placement.png
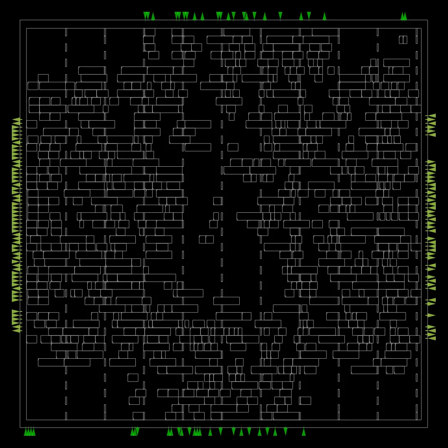
metal_density.png
(2 px per µm) The die is cut into 29 by 29 equal tiles; dark blue is low, red is high, scaled to the fullest tile. Values are wire area over tile area, all layers added.
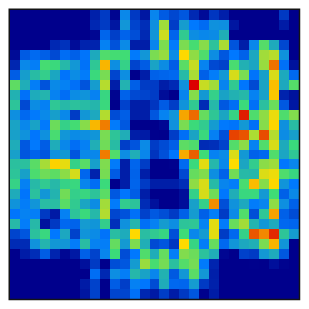
wires.png
(2 px per µm) Two of the layers only.
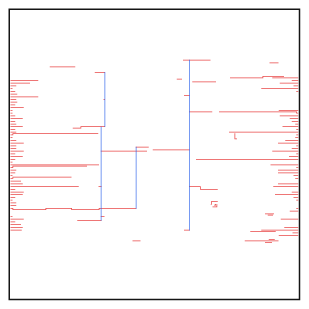
io_fan.png
(3 px per µm)
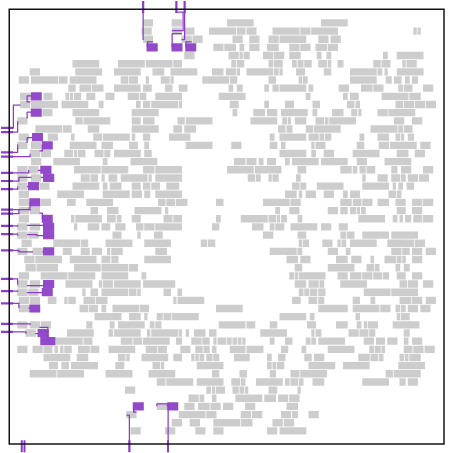
flops_by_reg.png
(4 px per µm)
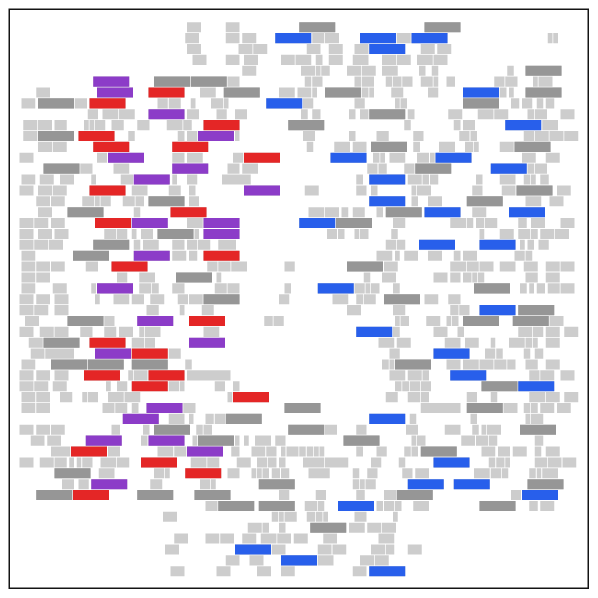
===== src/rtl/spi_flash_arbiter.sv =====
// Two-port read arbiter in front of the single-word SPI flash controller.
// Fixed-priority or round-robin grant, word-aligned addressing, one-entry last-word buffer.
module spi_flash_arbiter #(
   parameter int ARB_MODE   = 0,
   parameter bit HIT_BUF_EN = 1'b1
) (
   input  logic        clk,
   input  logic        reset,
   input  logic        req0_i,
   input  logic [23:0] req0_addr_i,
   output logic        ack0_o,
   input  logic        req1_i,
   input  logic [23:0] req1_addr_i,
   output logic        ack1_o,
   output logic [31:0] rdata_o,
   input  logic        buf_flush_i,
   output logic [23:0] flash_addr_o,
   output logic        flash_strobe_o,
   input  logic [31:0] flash_data_i,
   input  logic        flash_done_i,
   input  logic        flash_init_i
);

   typedef enum logic [1:0] {S_IDLE, S_ISSUE, S_WAIT, S_RESP} state_t;

   typedef struct packed {
      logic        port;
      logic [21:0] tag;
   } grant_t;

   state_t      state;
   grant_t      cur;
   logic        last_gnt;
   logic        buf_valid;
   logic        flush_seen;
   logic [21:0] buf_tag;
   logic [31:0] buf_data;

   logic        any_req;
   logic        win;
   logic [21:0] win_tag;
   logic        hit;

   // Byte-offset bits never reach the flash; the buffer works on whole words.
   logic unused_addr_bits;
   assign unused_addr_bits = ^{req0_addr_i[1:0], req1_addr_i[1:0]};

   always_comb begin
      any_req = req0_i | req1_i;
      if (req0_i && req1_i)
         win = (ARB_MODE == 0) ? 1'b0 : ~last_gnt;
      else
         win = ~req0_i;
      win_tag = win ? req1_addr_i[23:2] : req0_addr_i[23:2];
      hit     = HIT_BUF_EN && buf_valid && (buf_tag == win_tag) && !buf_flush_i;
   end

   always_ff @(posedge clk or posedge reset) begin
      if (reset) begin
         state          <= S_IDLE;
         cur            <= '0;
         last_gnt       <= 1'b1;
         buf_valid      <= 1'b0;
         buf_tag        <= '0;
         buf_data       <= '0;
         flush_seen     <= 1'b0;
         ack0_o         <= 1'b0;
         ack1_o         <= 1'b0;
         rdata_o        <= '0;
         flash_addr_o   <= '0;
         flash_strobe_o <= 1'b0;
      end else begin
         ack0_o         <= 1'b0;
         ack1_o         <= 1'b0;
         flash_strobe_o <= 1'b0;
         if (buf_flush_i) begin
            buf_valid  <= 1'b0;
            flush_seen <= 1'b1;
         end
         case (state)
            S_IDLE: begin
               if (flash_init_i && any_req) begin
                  cur      <= '{port: win, tag: win_tag};
                  last_gnt <= win;
                  if (hit) begin
                     rdata_o <= buf_data;
                     ack0_o  <= ~win;
                     ack1_o  <= win;
                     state   <= S_RESP;
                  end else begin
                     flash_strobe_o <= 1'b1;
                     flash_addr_o   <= {win_tag, 2'b00};
                     flush_seen     <= 1'b0;
                     state          <= S_ISSUE;
                  end
               end
            end
            S_ISSUE: state <= S_WAIT;
            S_WAIT: begin
               if (flash_done_i) begin
                  rdata_o <= flash_data_i;
                  // A flush while the word was in flight makes it stale for the buffer.
                  if (!flush_seen && !buf_flush_i) begin
                     buf_valid <= HIT_BUF_EN;
                     buf_tag   <= cur.tag;
                     buf_data  <= flash_data_i;
                  end
                  ack0_o <= ~cur.port;
                  ack1_o <= cur.port;
                  state  <= S_RESP;
               end
            end
            S_RESP:  state <= S_IDLE;
            default: state <= S_IDLE;
         endcase
      end
   end

endmodule


===== config.mk =====
export PLATFORM = sky130hd
export DESIGN_NAME = spi_flash_arbiter
export DESIGN_NICKNAME = d
export VERILOG_FILES = /design/src/rtl/spi_flash_arbiter.sv
export SDC_FILE = /design/constraint.sdc
export NUM_CORES = 1
export LEC_CHECK = 0
export ABC_AREA = 0
export CAP_MARGIN = 20
export CORE_MARGIN = 2
export CORE_UTILIZATION = 35
export CTS_BUF_LIST = sky130_fd_sc_hd__clkbuf_2
export DETAILED_ROUTE_END_ITERATION = 16
export REMOVE_ABC_BUFFERS = 1
export SYNTH_ARGS = -nofsm -noshare
export SYNTH_HDL_FRONTEND = slang
export SYNTH_SLANG_ARGS = --single-unit

===== constraint.sdc =====
create_clock -name clk -period 4.5 [get_ports clk]
set_input_delay 0.9 -clock clk [delete_from_list [all_inputs] [get_ports clk]]
set_output_delay 0.9 -clock clk [all_outputs]
set_load 0.03 [all_outputs]

==> impl_metrics.yaml <==
# flow metrics
outcome:
  status: "completed"
pwr:
  ir_drop_v: 0.0003023
  power_leakage_uw: 0.003399
  power_density_nw_per_um2: 632.8
  p_total_uw: 5532
synthesis:
  edf_count: 0
  synthesis.area_um2: 6898
  synth_top_area_share: 0.5006
  synth_cell_type_count: 36
  synthCells: 619
  yosysTopAreaCell: "dfrtp_1"
  yosysCellCount: 619
  synth_flops: 138
  ys_seq_share: 0.5006
  async_flop_share: 1.000
  synth_top_cell_by_count: "dfrtp_1"
  synthTopCellsByArea: "dfrtp_1 (50%), mux2_2 (8.8%), mux2i_1 (7.7%)"
  ys_warn_count: 0
  ff_type: "dfrtp_1"
  ys_area_um2: 6898
final_timing:
  fmax_ghz: 0.3214
  post-route-min-period_ns: 3.111
  slew_violations: 0
  layout_setup_ws_ns: 1.389
  setup_viol: 0
  whs_ns: 0.5029
  rsz0062_at_grt: "false"
  min_period_over_period: 0.6914
  tns_ns: 0
  clock_skew_ns: 0.03496
  hold_viol_final: 0
  max_slew_margin: 0.3722
routing:
  routed_wl_um: 16880
  ant_nets: 0
  drt-initial-drc-count: 299
  drcViolationCount: 0
  viasPerCell: 5.273
  first_pass_iters: 4
  wl_per_cell_um: 16.62
placed_design:
  io_buffer_count: 139
  gp_congestion: 0.7342
  dpl.hpwl_um: 10840
  place_ws_ns: 0.6390
  dpl-instance-area_um2: 8543
flow_run:
  warnings: 30
  maxCapViolCount: 0
worst_hold_path:
  min-delay-start: "cur[19]$_DFFE_PP0P_"
  hp-class: "register to register"
  whs_endpoint: "buf_tag[19]$_DFFE_PP0P_"
setup_path:
  crit_end: "flash_addr_o[14]$_DFFE_PP0P_"
  arrival_ns: 3.71
  cp-end-kind: "register"
  required_ns: 5.10
  critical_path_class: "input port to register"
  reg2reg_from: "state[0]$_DFFE_PP0P_"
  worst_r2r_endpoint: "rdata_o[11]$_DFFE_PP0P_"
  cp-start-kind: "input port"
  r2r_slack_ns: 1.90
  r2r_cells: 8
  cp_max_fo: 67
  startpoint: "req0_i"
global_route:
  grt_pass1_vias: 5387
  overflow: 0
  groute.usage.overall: 0.1679
  grt_first_pass_wirelength_um: 27500
  grt_max_degree: 79
  antenna_found_initial: 1
finish:
  num_antenna_cells: 0
  seq_area_um2: 3453
  area_delta_synth_final_pct: 26.72
  logic_area_um2: 3197
  nFillCells: 1840
  fin_area_um2: 8741
  drive_above_1_share: 0.1465
  final_cell_mix: "clkdlybuf4s50_1 (139), dfrtp_1 (138), nand2_1 (55), mux2_2 (54), mux2i_1 (53)"
die:
  die_area_um2: 20850
  initial_core_util: 0.3556
  ios: 146
  fp-row-count: 51
clock_tree:
  clock-sinks: 138
  cts-root-buf: "clkbuf_2"
  ctsHtreeMaxLevel: 4
  cts_tree: "yes"
  cts-buffers-inserted: 17
  clock_path_buffers: 2
  cts_setup_buffers: 0
  cts_resized: 0
  clk_pin_slew_worst_paths_ns: 0.20
  insertion_delay_ns: 0.72
Back to the opening pictures, placement.png:
Seq area share: 0.3951
Core Area: 19400 µm²
final core occ: 0.4506
FF+latch count: 138

Back to the opening pictures, metal_density.png:
nearly empty tiles: 17%
mean over tiles: 0.13
tiles over half the peak: 17%
emptiest ninth of the die: bottom left
fullest tile: 0.45

Back to the opening pictures, wires.png:
legend:
  metal 4:
    color: blue
    wire_length: 190 µm
  metal 3:
    color: red
    wire_length: 1050 µm

Back to the opening pictures, io_fan.png:
legend:
  req1_addr_i:
    color: purple
    bits: 24
    direction: input
    end_cells: 22
    buffers: 22
    wire: 222 µm

Back to the opening pictures, flops_by_reg.png:
legend:
  buf_tag:
    color: purple
    flops: 22
  cur:
    color: red
    flops: 23
  buf_data:
    color: blue
    flops: 32

[final cells by class]
class,count,area share
clock inverters,14,0.01231
inverters,4,0.002290
flip-flops and latches,138,0.3951
well taps,265,0.03793
multi-input cells,424,0.3657
clock buffers,18,0.01031
repair buffers,153,0.1764
[cell families after synthesis]
kind of cell	after synthesis	share of synthesized area
AND-OR/OR-AND	86	0.1023
XOR/XNOR	22	0.02793
adder cells (fa/ha/maj)	2	0.003627
buffers and inverters	58	0.04063
flip-flops	138	0.5006
multiplexers	108	0.1671
other	1	0.0005436
AND/OR/NAND/NOR	204	0.1573
[state kept, by name, indices dropped and copies added, names as in the netlist]
| register | flops |
|---|---|
| flash_addr_o | 22 |
| flash_strobe_o | 1 |
| state | 2 |
| ack1_o | 1 |
| ack0_o | 1 |
| cur | 23 |
| buf_tag | 22 |
| rdata_o | 32 |
| flush_seen | 1 |
| buf_valid | 1 |
| buf_data | 32 |
[report_power, final]
group	total, µW	internal (µW)	switching (µW)
clock network	653	191	462
logic	2810	1330	1490
registers	2070	1760	304
total	5530	3280	2250
[metal layers]
| layer | up-vias | share of wire | global-route usage |
|---|---|---|---|
| met5 | - | 0 | 0 |
| met4 | 0 | 0.011 | 0.04497 |
| met3 | 16 | 0.062 | 0.04470 |
| met2 | 148 | 0.47 | 0.2746 |
| met1 | 2680 | 0.46 | 0.2210 |
| li1 | 2513 | - | - |
[critical path: stages]
cell	delay, ns
clkdlybuf4s50_1	0.50
buf_12	0.22
mux2i_1	0.32
xnor2_1	0.11
nor4_1	0.37
nand4_1	0.13
buf_4	0.33
o21a_2	0.50
o22a_1	0.28
[per-stage QoR]
step | utilization | cells
after floorplan | - | 566
after global placement | 0.4390 | 983
after detailed placement | 0.4404 | 984
after CTS | 0.4506 | 1016
after global routing | 0.4506 | 1016
final | 0.4506 | 1016
Power and IR drop assume default switching activity.
